run_1/placement.png
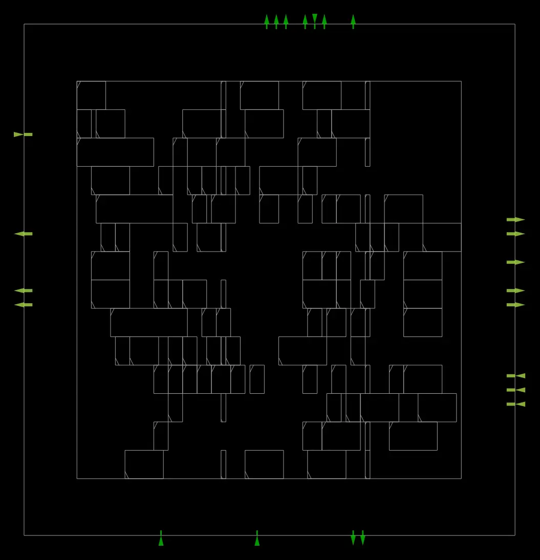
run_1/clk_routes.png
The bar under the picture is 10 µm long.
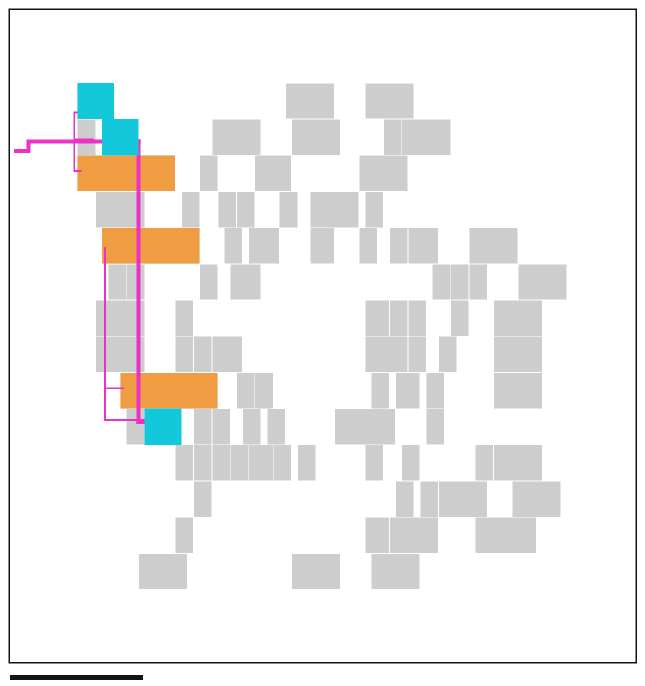
run_1/placement_by_type.png
Fill, decap, tap and diode cells in grey.
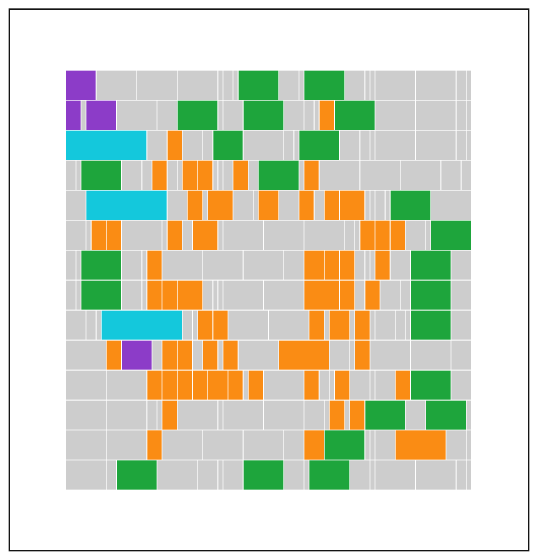
run_1/wires.png
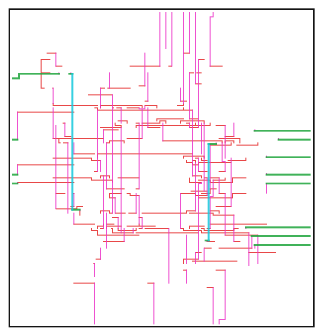
[src/rtl/processor_pkg.sv]
// Shared types and widths for the basic processor: opcode and sequencer state encodings.
package processor_pkg;

  localparam int WORD_W = 8;
  localparam int OP_W   = 3;

  typedef enum logic [OP_W-1:0] {
    OP_LOAD  = 3'd0,
    OP_STORE = 3'd1,
    OP_ADD   = 3'd2,
    OP_SUB   = 3'd3,
    OP_XOR   = 3'd4,
    OP_XNOR  = 3'd5,
    OP_BNE   = 3'd6,
    OP_HALT  = 3'd7
  } opcode_t;

  typedef enum logic [2:0] {
    IDLE    = 3'd0,
    FETCH_A = 3'd1,
    FETCH_D = 3'd2,
    DECODE  = 3'd3,
    EXEC    = 3'd4,
    HALTED  = 3'd5
  } state_t;

endpackage

[src/rtl/sequencer_if.sv]
// Control bundle between the sequencer (master) and the datapath blocks it steers (slave).
interface sequencer_if;
  import processor_pkg::*;

  logic            start;
  logic [OP_W-1:0] op;
  logic            z_flag;
  logic ACC_bus, load_ACC, ALU_ACC, ALU_add, ALU_sub, ALU_xor, ALU_xnor;
  logic PC_bus, load_PC, INC_PC;
  logic Addr_bus, load_IR, load_MAR;
  logic CS, R_NW;
  logic halted;

  modport master (
    input  start, op, z_flag,
    output ACC_bus, load_ACC, ALU_ACC, ALU_add, ALU_sub, ALU_xor, ALU_xnor,
    output PC_bus, load_PC, INC_PC, Addr_bus, load_IR, load_MAR, CS, R_NW, halted
  );

  modport slave (
    output start, op, z_flag,
    input  ACC_bus, load_ACC, ALU_ACC, ALU_add, ALU_sub, ALU_xor, ALU_xnor,
    input  PC_bus, load_PC, INC_PC, Addr_bus, load_IR, load_MAR, CS, R_NW, halted
  );

endinterface

[src/rtl/sequencer.sv]
// Fetch/decode/execute control unit; strobes are a combinational decode of the state register.
//
// state   | meaning
// IDLE    | waiting for start, all strobes low
// FETCH_A | PC -> bus -> MAR, PC incremented
// FETCH_D | RAM read into IR
// DECODE  | IR address field -> MAR; BNE resolves here, HALT leaves
// EXEC    | RAM read into ACC (through ALU) or ACC written to RAM
// HALTED  | parked until reset
module sequencer #(
  parameter int OP_W = processor_pkg::OP_W
) (
  input  logic         clock,
  input  logic         reset,
  sequencer_if.master  bus
);
  import processor_pkg::*;

  state_t          state_q, state_d;
  logic [OP_W-1:0] op_raw;
  opcode_t         opc;

  assign op_raw = bus.op;
  assign opc    = opcode_t'(op_raw);

  always_ff @(posedge clock) begin
    if (reset) state_q <= IDLE;
    else       state_q <= state_d;
  end

  always_comb begin
    state_d      = state_q;
    bus.ACC_bus  = 1'b0;
    bus.load_ACC = 1'b0;
    bus.ALU_ACC  = 1'b0;
    bus.ALU_add  = 1'b0;
    bus.ALU_sub  = 1'b0;
    bus.ALU_xor  = 1'b0;
    bus.ALU_xnor = 1'b0;
    bus.PC_bus   = 1'b0;
    bus.load_PC  = 1'b0;
    bus.INC_PC   = 1'b0;
    bus.Addr_bus = 1'b0;
    bus.load_IR  = 1'b0;
    bus.load_MAR = 1'b0;
    bus.CS       = 1'b0;
    bus.R_NW     = 1'b0;
    bus.halted   = 1'b0;
    // Reset gates every strobe so a mid-instruction reset can never write RAM or drive the bus.
    if (reset) begin
      state_d = IDLE;
    end else begin
      unique case (state_q)
        IDLE: if (bus.start) state_d = FETCH_A;
        FETCH_A: begin
          bus.PC_bus   = 1'b1;
          bus.load_MAR = 1'b1;
          bus.INC_PC   = 1'b1;
          bus.load_PC  = 1'b1;
          state_d      = FETCH_D;
        end
        FETCH_D: begin
          bus.CS      = 1'b1;
          bus.R_NW    = 1'b1;
          bus.load_IR = 1'b1;
          state_d     = DECODE;
        end
        DECODE: begin
          bus.Addr_bus = 1'b1;
          bus.load_MAR = 1'b1;
          case (opc)
            OP_BNE: begin
              bus.load_PC = ~bus.z_flag;
              state_d     = FETCH_A;
            end
            OP_HALT: state_d = HALTED;
            default: state_d = EXEC;
          endcase
        end
        EXEC: begin
          state_d = FETCH_A;
          case (opc)
            OP_LOAD: begin
              bus.CS       = 1'b1;
              bus.R_NW     = 1'b1;
              bus.load_ACC = 1'b1;
            end
            OP_STORE: begin
              bus.CS      = 1'b1;
              bus.ACC_bus = 1'b1;
            end
            OP_ADD, OP_SUB, OP_XOR, OP_XNOR: begin
              bus.CS       = 1'b1;
              bus.R_NW     = 1'b1;
              bus.load_ACC = 1'b1;
              bus.ALU_ACC  = 1'b1;
              bus.ALU_add  = (opc == OP_ADD);
              bus.ALU_sub  = (opc == OP_SUB);
              bus.ALU_xor  = (opc == OP_XOR);
              bus.ALU_xnor = (opc == OP_XNOR);
            end
            default: ;
          endcase
        end
        HALTED: bus.halted = 1'b1;
        default: state_d = IDLE;
      endcase
    end
  end

endmodule
[src/flat_wrapper.sv]
// flat-port wrapper written by rule: the top's interface ports become plain ports
module sequencer_flat import processor_pkg::*;
#(
  parameter int OP_W = processor_pkg::OP_W
)
  (clock, reset, bus_start, bus_op, bus_z_flag, bus_ACC_bus, bus_load_ACC, bus_ALU_ACC, bus_ALU_add, bus_ALU_sub, bus_ALU_xor, bus_ALU_xnor, bus_PC_bus, bus_load_PC, bus_INC_PC, bus_Addr_bus, bus_load_IR, bus_load_MAR, bus_CS, bus_R_NW, bus_halted);
  sequencer_if bus_i ();
  input  logic clock;
  input  logic reset;
  input wire logic [$bits(bus_i.start)-1:0] bus_start;
  input wire logic [$bits(bus_i.op)-1:0] bus_op;
  input wire logic [$bits(bus_i.z_flag)-1:0] bus_z_flag;
  output wire logic [$bits(bus_i.ACC_bus)-1:0] bus_ACC_bus;
  output wire logic [$bits(bus_i.load_ACC)-1:0] bus_load_ACC;
  output wire logic [$bits(bus_i.ALU_ACC)-1:0] bus_ALU_ACC;
  output wire logic [$bits(bus_i.ALU_add)-1:0] bus_ALU_add;
  output wire logic [$bits(bus_i.ALU_sub)-1:0] bus_ALU_sub;
  output wire logic [$bits(bus_i.ALU_xor)-1:0] bus_ALU_xor;
  output wire logic [$bits(bus_i.ALU_xnor)-1:0] bus_ALU_xnor;
  output wire logic [$bits(bus_i.PC_bus)-1:0] bus_PC_bus;
  output wire logic [$bits(bus_i.load_PC)-1:0] bus_load_PC;
  output wire logic [$bits(bus_i.INC_PC)-1:0] bus_INC_PC;
  output wire logic [$bits(bus_i.Addr_bus)-1:0] bus_Addr_bus;
  output wire logic [$bits(bus_i.load_IR)-1:0] bus_load_IR;
  output wire logic [$bits(bus_i.load_MAR)-1:0] bus_load_MAR;
  output wire logic [$bits(bus_i.CS)-1:0] bus_CS;
  output wire logic [$bits(bus_i.R_NW)-1:0] bus_R_NW;
  output wire logic [$bits(bus_i.halted)-1:0] bus_halted;
  assign bus_i.start = bus_start;
  assign bus_i.op = bus_op;
  assign bus_i.z_flag = bus_z_flag;
  assign bus_ACC_bus = bus_i.ACC_bus;
  assign bus_load_ACC = bus_i.load_ACC;
  assign bus_ALU_ACC = bus_i.ALU_ACC;
  assign bus_ALU_add = bus_i.ALU_add;
  assign bus_ALU_sub = bus_i.ALU_sub;
  assign bus_ALU_xor = bus_i.ALU_xor;
  assign bus_ALU_xnor = bus_i.ALU_xnor;
  assign bus_PC_bus = bus_i.PC_bus;
  assign bus_load_PC = bus_i.load_PC;
  assign bus_INC_PC = bus_i.INC_PC;
  assign bus_Addr_bus = bus_i.Addr_bus;
  assign bus_load_IR = bus_i.load_IR;
  assign bus_load_MAR = bus_i.load_MAR;
  assign bus_CS = bus_i.CS;
  assign bus_R_NW = bus_i.R_NW;
  assign bus_halted = bus_i.halted;
  sequencer #(.OP_W(OP_W)) u_core (.clock(clock), .reset(reset), .bus(bus_i));
endmodule
[config.mk]
export PLATFORM = sky130hd
export DESIGN_NAME = sequencer_flat
export DESIGN_NICKNAME = d
export VERILOG_FILES = /design/src/rtl/processor_pkg.sv /design/src/rtl/sequencer_if.sv /design/src/rtl/sequencer.sv /design/src/flat_wrapper.sv
export SDC_FILE = /design/constraint.sdc
export NUM_CORES = 1
export LEC_CHECK = 0
export ABC_AREA = 1
export CAP_MARGIN = 20
export CORE_AREA = 5 5 42 44
export DETAILED_ROUTE_END_ITERATION = 8
export DIE_AREA = 0 0 47 49
export GPL_TIMING_DRIVEN = 0
export PLACE_DENSITY_LB_ADDON = 0.05
export SYNTH_ARGS = -nofsm -noshare
export SYNTH_HDL_FRONTEND = slang
export SYNTH_SLANG_ARGS = --single-unit
[constraint.sdc]
create_clock -name clock -period 2.3 [get_ports clock]
set_input_delay 0.23 -clock clock [delete_from_list [all_inputs] [get_ports clock]]
set_output_delay 0.23 -clock clock [all_outputs]
set_load 0.01 [all_outputs]
==> flow_summary.yaml, run 1 <==
# generated from flow reports
logic_synthesis:
  synth_flops: 3
  synth_chip_area_um2: 328
  simple_gate_area_share_pct: 53.8
  synth_cells: 63
  adder_share_pct: 7.63
  synth_area_per_cell_um2: 5.20
  yosys-top-cells-area: "sky130_fd_sc_hd__nand2_1 26%, sky130_fd_sc_hd__dfxtp_1 18%, sky130_fd_sc_hd__nor2_1 14%"
  post_synth_num_cell_types: 13
  yosysCellCount: 63
  most_common_cell: "sky130_fd_sc_hd__nand2_1"
  mappedNetlistArea_um2: 328
  muxShareOfSynthArea_pct: 0
  synth.top_cell.area_share_pct: 26.3
  mappedNetlistNets: 72
  largest_area_cell: "sky130_fd_sc_hd__nand2_1"
  synthFlopType: "sky130_fd_sc_hd__dfxtp_1"
  ys_seq_share_pct: 18.3
  synth.top_cells.by_count: "23 x sky130_fd_sc_hd__nand2_1, 12 x sky130_fd_sc_hd__nor2_1, 11 x sky130_fd_sc_hd__inv_1"
global_route:
  globalRoute.busiestLayer: "met2"
  grtUsageMet3_pct: 2.21
  overflow: 0
  antenna_found_initial: 0
  grt_util_met2_pct: 13.1
setup_path:
  crit-reg2reg-launch: "u_core.state_q[2]$_SDFFE_PP0P_"
  worstReg2RegEnd: "u_core.state_q[1]$_SDFFE_PP0P_"
  crit_path_top_delay_cell: "sky130_fd_sc_hd__clkdlybuf4s50_1"
  timing.critical_path.cells: "clkdlybuf4s50_1 > inv_1 > ha_1 > inv_1 > nand2_1 > nor2_1 > clkdlybuf4s50_1"
  worst-r2r-setup-slack_ns: 1.43
  cp-startpoint: "bus_op[1]"
  worst_path_top_cell_family_by_delay: "buffers and inverters"
  r2r.worst_path.cells: 5
  critPathCaptureType: "output pin"
  crit_type: "in -> out"
  worstSetupPathDepth: 7
power_and_ir_drop:
  p_leak_nw: 0.294
  power-per-cell-area_mw_per_mm2: 423
  power.total_w: 0.000251
  vdd_drop_max_v: 0.000345
die:
  pre_placement_core_utilization_pct: 23.4
  top_level_port_count: 23
  die-area_mm2: 0.00230
route:
  antenna_left: 0
  drt-initial-drc-count: 2
  maxUsedRoutingLayer: "met4"
  route.final.wire_length_um: 957
  drt_pass1_iterations: 2
cells_and_area:
  largest_reg_flops: 3
  diodes: 0
  nets: 99
  lay_top_count: "sky130_fd_sc_hd__nand2_1"
  area_delta_synth_final_pct: 81.3
  combGateArea_um2: 215
  register_area_um2: 60.1
  layout_top_registers: "u_core.state_q: 3 flops"
final_timing:
  hold_ws_ns: 0.556
  grt_setup_unrepaired: "no"
  timing.max_slew.rel_slack_pct: 87.0
  setup_total_negative_slack_ns: 0
  timing.fmax_ghz: 0.458
  report.final.slew_viol_count: 0
  post-route-worst-setup-slack_ns: 0.116
place:
  gp_congestion: 0.795
  place_worst_setup_slack_ns: 0.112
  dpl-instance-area_um2: 568
  placedCellCount: 101
  place_hpwl_um: 836
flow_run:
  stage_log_warnings: 28
clocking:
  cts_clock_pin_slew_for_the_worst_setup_and_hold_paths_ns: 0.03
  post-cts-setup-buffers: 0
  post_cts_resized: 0
  cts_max_level: 1
  clock_tree.buffer_depth: 2
status:
  run_status: "completed"
hold_path:
  min_path_type: "reg -> reg"
Back to the opening pictures, placement.png:
fillers: 163
number of sequential cells: 3
share of the core filled with cells: 42.4%
final cell count without fillers: 105

Back to the opening pictures, clk_routes.png:
Orange is flip-flops, count 3. Magenta is clock wires, length 62.2 µm. Cyan is clock drivers, count 3.
There are 4 routed clock nets.
clock skew after layout: 0.00316 ns
clock-net power: 0.0000918 W
share of power burned in the clock network: 36.6%
clock latency on the worst-skew pair: 0.23 ns

Back to the opening pictures, placement_by_type.png:
Cyan is sequential cells, cells 3, share of their area 10%. Purple is clock drivers and dummy loads, cells 4, share of their area 4.6%. Green is remaining buffers and delay cells, cells 23, share of their area 40%. Orange is combinational and other logic, cells 59, share of their area 45%.
area of the core region: 0.00140 mm²
row count: 14

Back to the opening pictures, wires.png:
Red is metal 1, wire length 427 µm. Magenta is metal 2, wire length 421 µm. Cyan is metal 4, wire length 36.0 µm. Green is metal 3, wire length 73.4 µm.

-- run 1: how the worst min path moves through the flow --
| stage | start | depth (start not counted) | end | slack [ns] |
|---|---|---|---|---|
| 5_1_grt | u_core.state_q[1]$_SDFFE_PP0P_ | 3 | u_core.state_q[1]$_SDFFE_PP0P_ | 0.62 |
| 2_1_floorplan | reset | 3 | u_core.state_q[0]$_SDFFE_PP0P_ | 0.39 |
| 4_1_cts | u_core.state_q[1]$_SDFFE_PP0P_ | 3 | u_core.state_q[1]$_SDFFE_PP0P_ | 0.57 |
| 3_3_place_gp | u_core.state_q[1]$_SDFFE_PP0P_ | 3 | u_core.state_q[1]$_SDFFE_PP0P_ | 0.56 |
| 3_5_place_dp | u_core.state_q[1]$_SDFFE_PP0P_ | 3 | u_core.state_q[1]$_SDFFE_PP0P_ | 0.56 |
| 6_report | u_core.state_q[1]$_SDFFE_PP0P_ | 3 | u_core.state_q[1]$_SDFFE_PP0P_ | 0.56 |
-- run 1: cells by family after synthesis --
family	count (synthesis)
fa+ha+maj	2
compound gates	2
simple gates	43
flops	3
buf+inv	13
-- run 1: final cells by class --
type	count	area share, %
plain buffers	1	1.26
clock buffers	4	4.42
inverters	12	7.58
multi-input cells	47	36.2
flip-flops and latches	3	10.1
well taps	16	3.37
repair buffers	22	37.1
-- run 1: where the power goes --
group	switching (W)	total [W]	internal (W)	leakage [nW]
combinational	0.0000486	0.0000956	0.0000470	0.254
sequential	0.00000479	0.0000637	0.0000589	0.0246
clock	0.0000268	0.0000918	0.0000650	0.0150
-- run 1: worst min-delay path: stages, from the launching register on --
cell and delay [ns]:
sky130_fd_sc_hd__dfxtp_1 0.32, sky130_fd_sc_hd__inv_1 0.07, sky130_fd_sc_hd__nand2_1 0.08, sky130_fd_sc_hd__nand2_1 0.06
run_1/io_placement.png
Pins as bars across the die edge, other pins in grey.
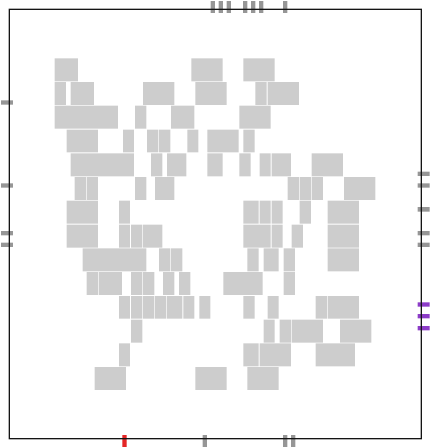

## Run 2: what changed since run 1
--- a/config.mk
+++ b/config.mk
@@ -11,7 +11,6 @@
 export DETAILED_ROUTE_END_ITERATION = 8
 export DIE_AREA = 0 0 47 49
 export GPL_TIMING_DRIVEN = 0
-export PLACE_DENSITY_LB_ADDON = 0.05
 export SYNTH_ARGS = -nofsm -noshare
 export SYNTH_HDL_FRONTEND = slang
 export SYNTH_SLANG_ARGS = --single-unit
==> constraint.sdc (replaced) <==
create_clock -name clock -period 2 [get_ports clock]
set_input_delay 0.2 -clock clock [delete_from_list [all_inputs] [get_ports clock]]
set_output_delay 0.2 -clock clock [all_outputs]
set_load 0.01 [all_outputs]
run_2/io_placement.png
Pins as bars across the die edge, other pins in grey.
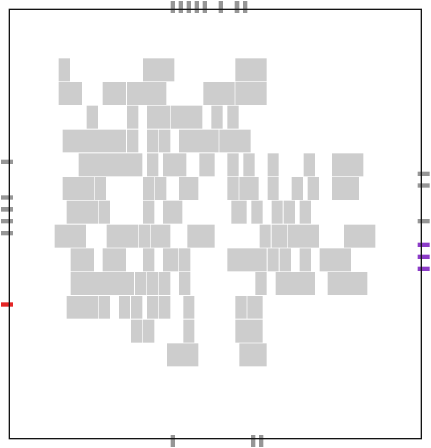
Red is bus_start, pins 1, direction input, edge west. Purple is bus_op, pins 3, direction input, edge east.
All pins by edge: 8 north, 6 east, 6 west, 3 south.
die width: 47 µm
Port Buf Inserts: 22

run_2/placement.png
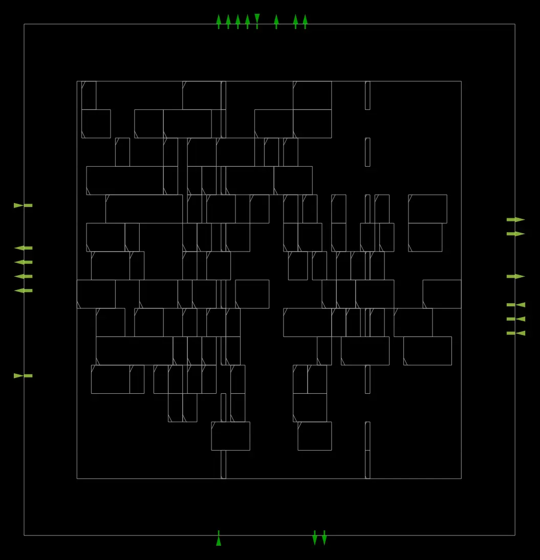
final cell count without fillers: 107
fillers: 168
share of the core filled with cells: 43.8%
number of tap cells added at floorplan: 16
fraction of area in registers: 9.80%

==> run 2 against run 1 <==
Total power grew 18%. Die area is the same. Final cell count up 1.9%. Utilization is 1.3 points higher. Sequential share of layout area shrank 0.31 points. Via count grew 3.9%. Worst setup slack gained 0.011 ns. Synthesized area did not move. Worst hold slack got worse by 0.097 ns. Critical endpoint is now bus_INC_PC.
==> flow_summary.yaml, run 2 <==
# generated from flow reports
status:
  run_status: "completed"
setup_path:
  cp_required_ns: 1.80
  cp-endpoint: "bus_INC_PC"
  crit_type: "in -> out"
  crit_fanout: 3
  critPathCaptureType: "output pin"
  worst_path_top_cell_family_by_delay: "buffers and inverters"
  r2r.worst_path.cells: 5
  cp-startpoint: "reset"
  worstReg2RegEnd: "u_core.state_q[1]$_SDFFE_PP0P_"
  cp-start-kind: "input pin"
  cp_data_arrival_time_ns: 1.67
  crit_path_top_delay_cell: "sky130_fd_sc_hd__clkdlybuf4s50_1"
  timing.critical_path.cells: "clkdlybuf4s50_1 > inv_2 > nand2_1 > nor2_2 > nand2_1 > inv_1 > clkdlybuf4s50_1"
  worst-r2r-setup-slack_ns: 1.13
  crit-reg2reg-launch: "u_core.state_q[2]$_SDFFE_PP0P_"
  cp_num_buf_inv: 4
  worstSetupPathDepth: 7
  maximum_cell_stage_delay_along_the_critical_path_ns: 0.53
logic_synthesis:
  synth_chip_area_um2: 328
  ys.warnings.count: 0
  synthFlopType: "sky130_fd_sc_hd__dfxtp_1"
  ys_async_sr_fraction_pct: 0
  ys_seq_share_pct: 18.3
  largest_area_cell: "sky130_fd_sc_hd__nand2_1"
  most_common_cell: "sky130_fd_sc_hd__nand2_1"
  mappedNetlistArea_um2: 328
  enable_flop_cells: 0
  synth_cells: 63
  synth_area_per_cell_um2: 5.20
  synth_flops: 3
  synth.top_cells.by_count: "23 x sky130_fd_sc_hd__nand2_1, 12 x sky130_fd_sc_hd__nor2_1, 11 x sky130_fd_sc_hd__inv_1"
  yosys-top-cells-area: "sky130_fd_sc_hd__nand2_1 26%, sky130_fd_sc_hd__dfxtp_1 18%, sky130_fd_sc_hd__nor2_1 14%"
  mappedNetlistNets: 72
  post_synth_num_cell_types: 13
  synth.top_cell.area_share_pct: 26.3
  yosysCellCount: 63
cells_and_area:
  register_area_um2: 60.1
  area_delta_synth_final_pct: 87.0
  top_register: "u_core.state_q"
  nets: 101
  largest_reg_flops: 3
  layout_top_registers: "u_core.state_q: 3 flops"
  diodes: 0
  mostFrequentLayoutCells: "23 x sky130_fd_sc_hd__nand2_1, 16 x sky130_fd_sc_hd__clkdlybuf4s50_1, 12 x sky130_fd_sc_hd__nor2_1, 10 x sky130_fd_sc_hd__inv_1"
  drive_above_1_share_pct: 14.3
  combGateArea_um2: 215
  lay_top_count: "sky130_fd_sc_hd__nand2_1"
hold_path:
  worstHoldStart: "bus_op[1]"
  worst_hold_path.num_cells: 5
  worstHoldEndpoint: "u_core.state_q[2]$_SDFFE_PP0P_"
  min_path_type: "in -> reg"
power_and_ir_drop:
  p_int_w: 0.000200
  p_clk_share_pct: 36.2
  p_switching_w: 0.0000958
  power-per-cell-area_mw_per_mm2: 482
  power_of_the_combinational_group_w: 0.000115
  p_leak_nw: 0.360
  seq_cell_power_w: 0.0000733
  power_frac_seq_pct: 24.8
  clock_net_power_w: 0.000107
  top_power_group: "combinational logic"
  vdd_drop_max_v: 0.000487
  power.share.combinational_pct: 39.0
  power_switching_share_pct: 32.4
final_timing:
  timing.fmax_ghz: 0.534
  grt_setup_unrepaired: "no"
  worst_slew_pin_slew_ns: 0.187
  timing.max_slew.rel_slack_pct: 87.4
  final-setup-viol-count: 0
  report.final.slew_viol_count: 0
  final.min_clock_period_ns: 1.87
  finalClockSkew_ns: 0.00298
  timing_hold_violations_final: 0
  final_min_period_over_clock_period_pct: 93.6
flow_run:
  stage_log_warnings: 28
  timing.max_cap.violations: 0
global_route:
  grtUsageMet3_pct: 3.69
  grt_start_max_net_pins: 6
  overflow: 0
  grt_pass1_wl_mm: 1.61
  globalRoute.busiestLayer: "met2"
  via_count_of_the_first_global_routing_pass: 428
  track_usage_pct: 9.77
  grt_util_met2_pct: 15.2
  gr-usage-met1_pct: 10.3
  antenna_found_initial: 0
clocking:
  cts_max_level: 1
  cts_num_sinks: 3
  tritoncts: "done"
  ctsHoldBuffers: 0
  clock_tree.buffer_depth: 2
  root_buffer: "sky130_fd_sc_hd__clkbuf_4"
  cts_clock_pin_slew_for_the_worst_setup_and_hold_paths_ns: 0.04
  clkLatencyLatePin_ns: 0.23
  cts-buffers-inserted: 3
route:
  wire_per_inst_um: 9.31
  drt_pass1_iterations: 4
  avgViaCountPerCell: 4.20
  antenna_left: 0
  residual_drc: 0
  detailed_route_wirelength_on_metal3_um: 93
  maxUsedRoutingLayer: "met4"
  drt-initial-drc-count: 3
  drt-met1-wl_um: 417
  detailroute.via_count: 449
  route.final.wire_length_um: 996
  detailroute.wirelength.met2_um: 458
die:
  top_level_port_count: 23
  pre_placement_core_utilization_pct: 23.4
  fp-row-count: 14
  core_area_mm2: 0.00140
  die-area_mm2: 0.00230
place:
  gp_congestion: 0.828
  placedCellCount: 101
  place_hpwl_um: 821
run_2/placement_by_type.png
Fill, decap, tap and diode cells in grey.
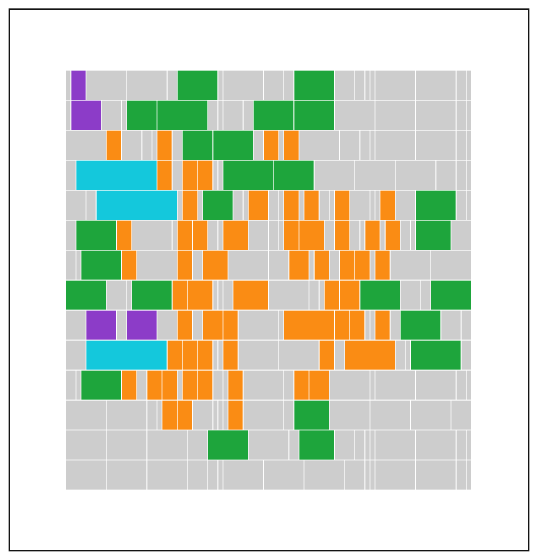
Purple is clock drivers and dummy loads, cells 4, share of their area 4.4%. Cyan is sequential cells, cells 3, share of their area 10%. Green is remaining buffers and delay cells, cells 25, share of their area 42%. Orange is combinational and other logic, cells 59, share of their area 44%.
final standard cell area without fillers: 613 µm²

[run 2: cell counts after synthesis]
No cell type changed its count.
[run 2: metrics by stage]
step           TNS (ns)  worst slack [ns]  instance area (µm²)  hold slack [ns]  power [W]
2_1_floorplan         0             0.873                  328            0.359   0.000133
3_3_place_gp     -0.240            -0.121                  568            0.555   0.000185
3_5_place_dp     -0.243            -0.125                  568            0.553   0.000186
4_1_cts               0            0.0453                  591            0.561   0.000297
5_1_grt               0            0.0165                  613            0.512   0.000322
6_report              0             0.128                  613            0.459   0.000296
[run 2: cell families (layout without fill, tap and decap cells)]
logic type / after synthesis / count (layout) / synth area share, %
DFF: 3 / 3 / 18.3
adders and majority gates: 2 / 2 / 7.63
AOI/OAI and AO/OA: 2 / 2 / 4.20
buffers and inverters: 13 / 41 / 16.0
and+or+nand+nor: 43 / 43 / 53.8
[run 2: repair_timing]
action,in CTS,in global routing
endpoints found under the setup margin,3,4
gates resized,3,4
setup buffers,0,2
pin swaps,0,1
endpoints found under the hold margin,0,0
cloned,0,0
[run 2: worst reg2reg max path, cell delays in order, from the launching register on]
cell and delay [ns]:
sky130_fd_sc_hd__dfxtp_1 0.38, sky130_fd_sc_hd__inv_1 0.07, sky130_fd_sc_hd__nand2_1 0.11, sky130_fd_sc_hd__nor2_2 0.06
sky130_fd_sc_hd__inv_2 0.08, sky130_fd_sc_hd__nand2_1 0.05
[run 2: layout make-up]
cell class	count	area share (%)
Tap cell	16	3.27
Inverter	12	7.35
Sequential cell	3	9.80
Multi-Input combinational cell	47	35.1
Clock buffer	4	4.29
Timing Repair Buffer	24	39.0
Buffer	1	1.22
## Run 3: what changed since run 2
--- a/config.mk
+++ b/config.mk
@@ -11,6 +11,7 @@
 export DETAILED_ROUTE_END_ITERATION = 8
 export DIE_AREA = 0 0 47 49
 export GPL_TIMING_DRIVEN = 0
+export SLEW_MARGIN = 20
 export SYNTH_ARGS = -nofsm -noshare
 export SYNTH_HDL_FRONTEND = slang
 export SYNTH_SLANG_ARGS = --single-unit
run_3/placement.png
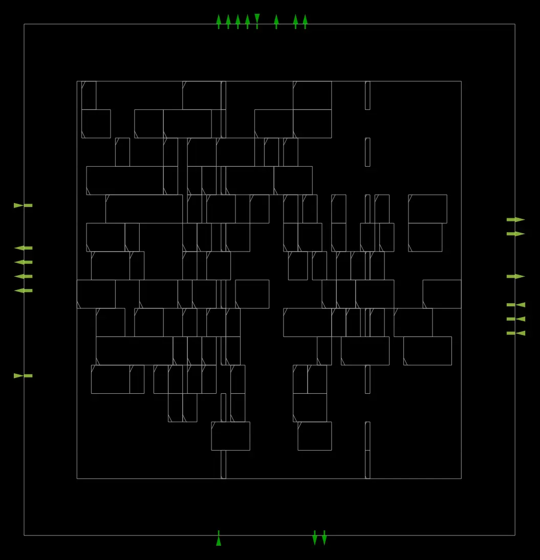

run_3/clk_routes.png
The bar under the picture is 10 µm long.
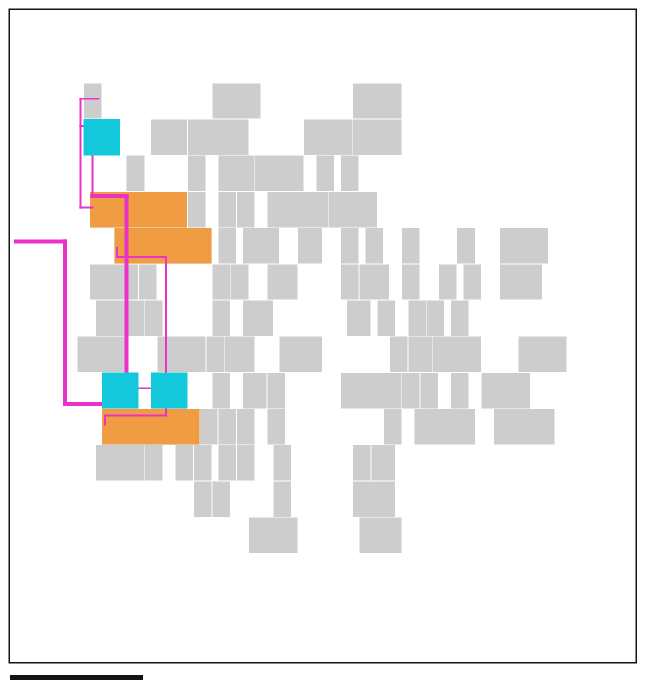
Orange is flip-flops, count 3. Magenta is clock wires, length 77.6 µm. Cyan is clock drivers, count 3.
There are 4 routed clock nets.

==> run 3 against run 2 <==
Total power is the same. Sequential power is essentially flat. Clock-buffer cell count unchanged. Critical path depth did not move. Wire length did not move. Register-to-register slack is essentially flat. Worst setup slack unchanged. Non-clock buffer count unchanged. Cell area unchanged. Sequential share of layout area is the same. Fmax unchanged. Critical path type unchanged.
==> flow_summary.yaml, run 3 <==
# generated from flow reports
place:
  place_hpwl_um: 821
  gp_congestion: 0.828
  place_worst_setup_slack_ns: -0.125
route:
  wire_per_inst_um: 9.31
  detailed_route_wirelength_on_metal3_um: 93
  avgViaCountPerCell: 4.20
  drt-met1-wl_um: 417
  detailroute.via_count: 449
  detailroute.wirelength.met2_um: 458
  antenna_left: 0
  route.final.wire_length_um: 996
  drt-initial-drc-count: 3
  residual_drc: 0
hold_path:
  min_path_type: "in -> reg"
  worstHoldStart: "bus_op[1]"
  worstHoldEndpoint: "u_core.state_q[2]$_SDFFE_PP0P_"
final_timing:
  final_min_period_over_clock_period_pct: 93.6
  post-route-worst-setup-slack_ns: 0.128
  grt_setup_unrepaired: "no"
  timing_hold_violations_final: 0
  report.final.slew_viol_count: 0
  timing.max_slew.rel_slack_pct: 87.4
  final.min_clock_period_ns: 1.87
  worst_slew_pin_slew_ns: 0.187
clocking:
  cts_num_sinks: 3
  root_buffer: "sky130_fd_sc_hd__clkbuf_4"
  clock_tree.buffer_depth: 2
  cts_max_level: 1
  cts_clock_pin_slew_for_the_worst_setup_and_hold_paths_ns: 0.04
  tritoncts: "done"
  ctsHoldBuffers: 0
  clkLatencyLatePin_ns: 0.23
logic_synthesis:
  post_synth_num_cell_types: 13
  yosysCellCount: 63
  synthFlopType: "sky130_fd_sc_hd__dfxtp_1"
  ys_async_sr_fraction_pct: 0
  enable_flop_cells: 0
  most_common_cell: "sky130_fd_sc_hd__nand2_1"
  mappedNetlistNets: 72
  synth_chip_area_um2: 328
  ys.warnings.count: 0
  yosys-top-cells-area: "sky130_fd_sc_hd__nand2_1 26%, sky130_fd_sc_hd__dfxtp_1 18%, sky130_fd_sc_hd__nor2_1 14%"
  ys_seq_share_pct: 18.3
  synth_area_per_cell_um2: 5.20
  synth_cells: 63
  synth.top_cells.by_count: "23 x sky130_fd_sc_hd__nand2_1, 12 x sky130_fd_sc_hd__nor2_1, 11 x sky130_fd_sc_hd__inv_1"
  synth_flops: 3
  mappedNetlistArea_um2: 328
  synth.top_cell.area_share_pct: 26.3
status:
  run_status: "completed"
global_route:
  overflow: 0
  track_usage_pct: 9.77
  grt_start_max_net_pins: 6
  via_count_of_the_first_global_routing_pass: 428
die:
  fp.dieW_um: 47
  fp-row-count: 14
  top_level_port_count: 23
  pre_placement_core_utilization_pct: 23.4
setup_path:
  crit_fanout: 3
  crit_path_top_delay_cell: "sky130_fd_sc_hd__clkdlybuf4s50_1"
  worst-r2r-setup-slack_ns: 1.13
  crit_type: "in -> out"
  timing.critical_path.cells: "clkdlybuf4s50_1 > inv_2 > nand2_1 > nor2_2 > nand2_1 > inv_1 > clkdlybuf4s50_1"
  crit-reg2reg-launch: "u_core.state_q[2]$_SDFFE_PP0P_"
  worstSetupPathDepth: 7
  maximum_cell_stage_delay_along_the_critical_path_ns: 0.53
  cp_required_ns: 1.80
  cp_num_buf_inv: 4
  cp-start-kind: "input pin"
  r2r.worst_path.cells: 5
cells_and_area:
  mostFrequentLayoutCells: "23 x sky130_fd_sc_hd__nand2_1, 16 x sky130_fd_sc_hd__clkdlybuf4s50_1, 12 x sky130_fd_sc_hd__nor2_1, 10 x sky130_fd_sc_hd__inv_1"
  area_delta_synth_final_pct: 87.0
  top_register: "u_core.state_q"
  layout_top_registers: "u_core.state_q: 3 flops"
  largest_reg_flops: 3
flow_run:
  stage_log_warnings: 28
power_and_ir_drop:
  vdd_drop_max_v: 0.000487
  p_leak_nw: 0.360
  power-per-cell-area_mw_per_mm2: 482
run_3/placement_by_type.png
Fill, decap, tap and diode cells in grey.
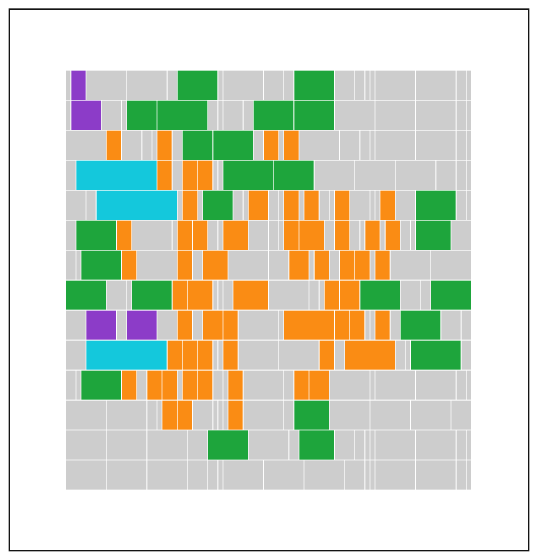
Purple is clock drivers and dummy loads, cells 4, share of their area 4.4%. Cyan is sequential cells, cells 3, share of their area 10%. Green is remaining buffers and delay cells, cells 25, share of their area 42%. Orange is combinational and other logic, cells 59, share of their area 44%.

==> run 3: cell counts after synthesis <==
No cell type changed its count.
==> run 3: power breakdown <==
group / leakage, nW / internal (W) / switching, W
clock: 0.0150 / 0.0000748 / 0.0000323
combinational: 0.321 / 0.0000573 / 0.0000580
sequential: 0.0246 / 0.0000677 / 0.00000554
==> run 3: cell families after synthesis <==
| group | Yosys count | share of synthesized area (%) |
|---|---|---|
| simple gates | 43 | 53.8 |
| compound gates | 2 | 4.20 |
| buf+inv | 13 | 16.0 |
| fa+ha+maj | 2 | 7.63 |
| flops | 3 | 18.3 |
==> run 3: final cells by class <==
cell class / instances / area, µm²
Timing Repair Buffer: 24 / 239
Clock buffer: 4 / 26.3
Inverter: 12 / 45.0
Buffer: 1 / 7.51
Multi-Input combinational cell: 47 / 215
Tap cell: 16 / 20.0
Sequential cell: 3 / 60.1
Fill cell: 168 / 788
==> run 3: per-layer routing <==
layer / track usage [%] / up-vias
li1: - / 241
met1: 10.3 / 190
met2: 15.2 / 14
met3: 3.69 / 4
met4: 6.91 / 0
met5: 0 / -
==> run 3: through the flow <==
stage / area (µm²) / cells / utilization, % / TNS, ns / total power (W)
2_1_floorplan: 328 / 63 / - / 0 / 0.000133
3_3_place_gp: 568 / 101 / 40.5 / -0.240 / 0.000185
3_5_place_dp: 568 / 101 / 40.5 / -0.243 / 0.000186
4_1_cts: 591 / 105 / 42.1 / 0 / 0.000297
5_1_grt: 613 / 107 / 43.8 / 0 / 0.000322
6_report: 613 / 107 / 43.8 / 0 / 0.000296
==> run 3: repair_timing <==
| item | CTS | global route |
|---|---|---|
| pin swaps | 0 | 1 |
| resized | 3 | 4 |
| setup endpoints to repair | 3 | 4 |
| setup buffers | 0 | 2 |
Power is estimated from default activity; no workload was simulated.
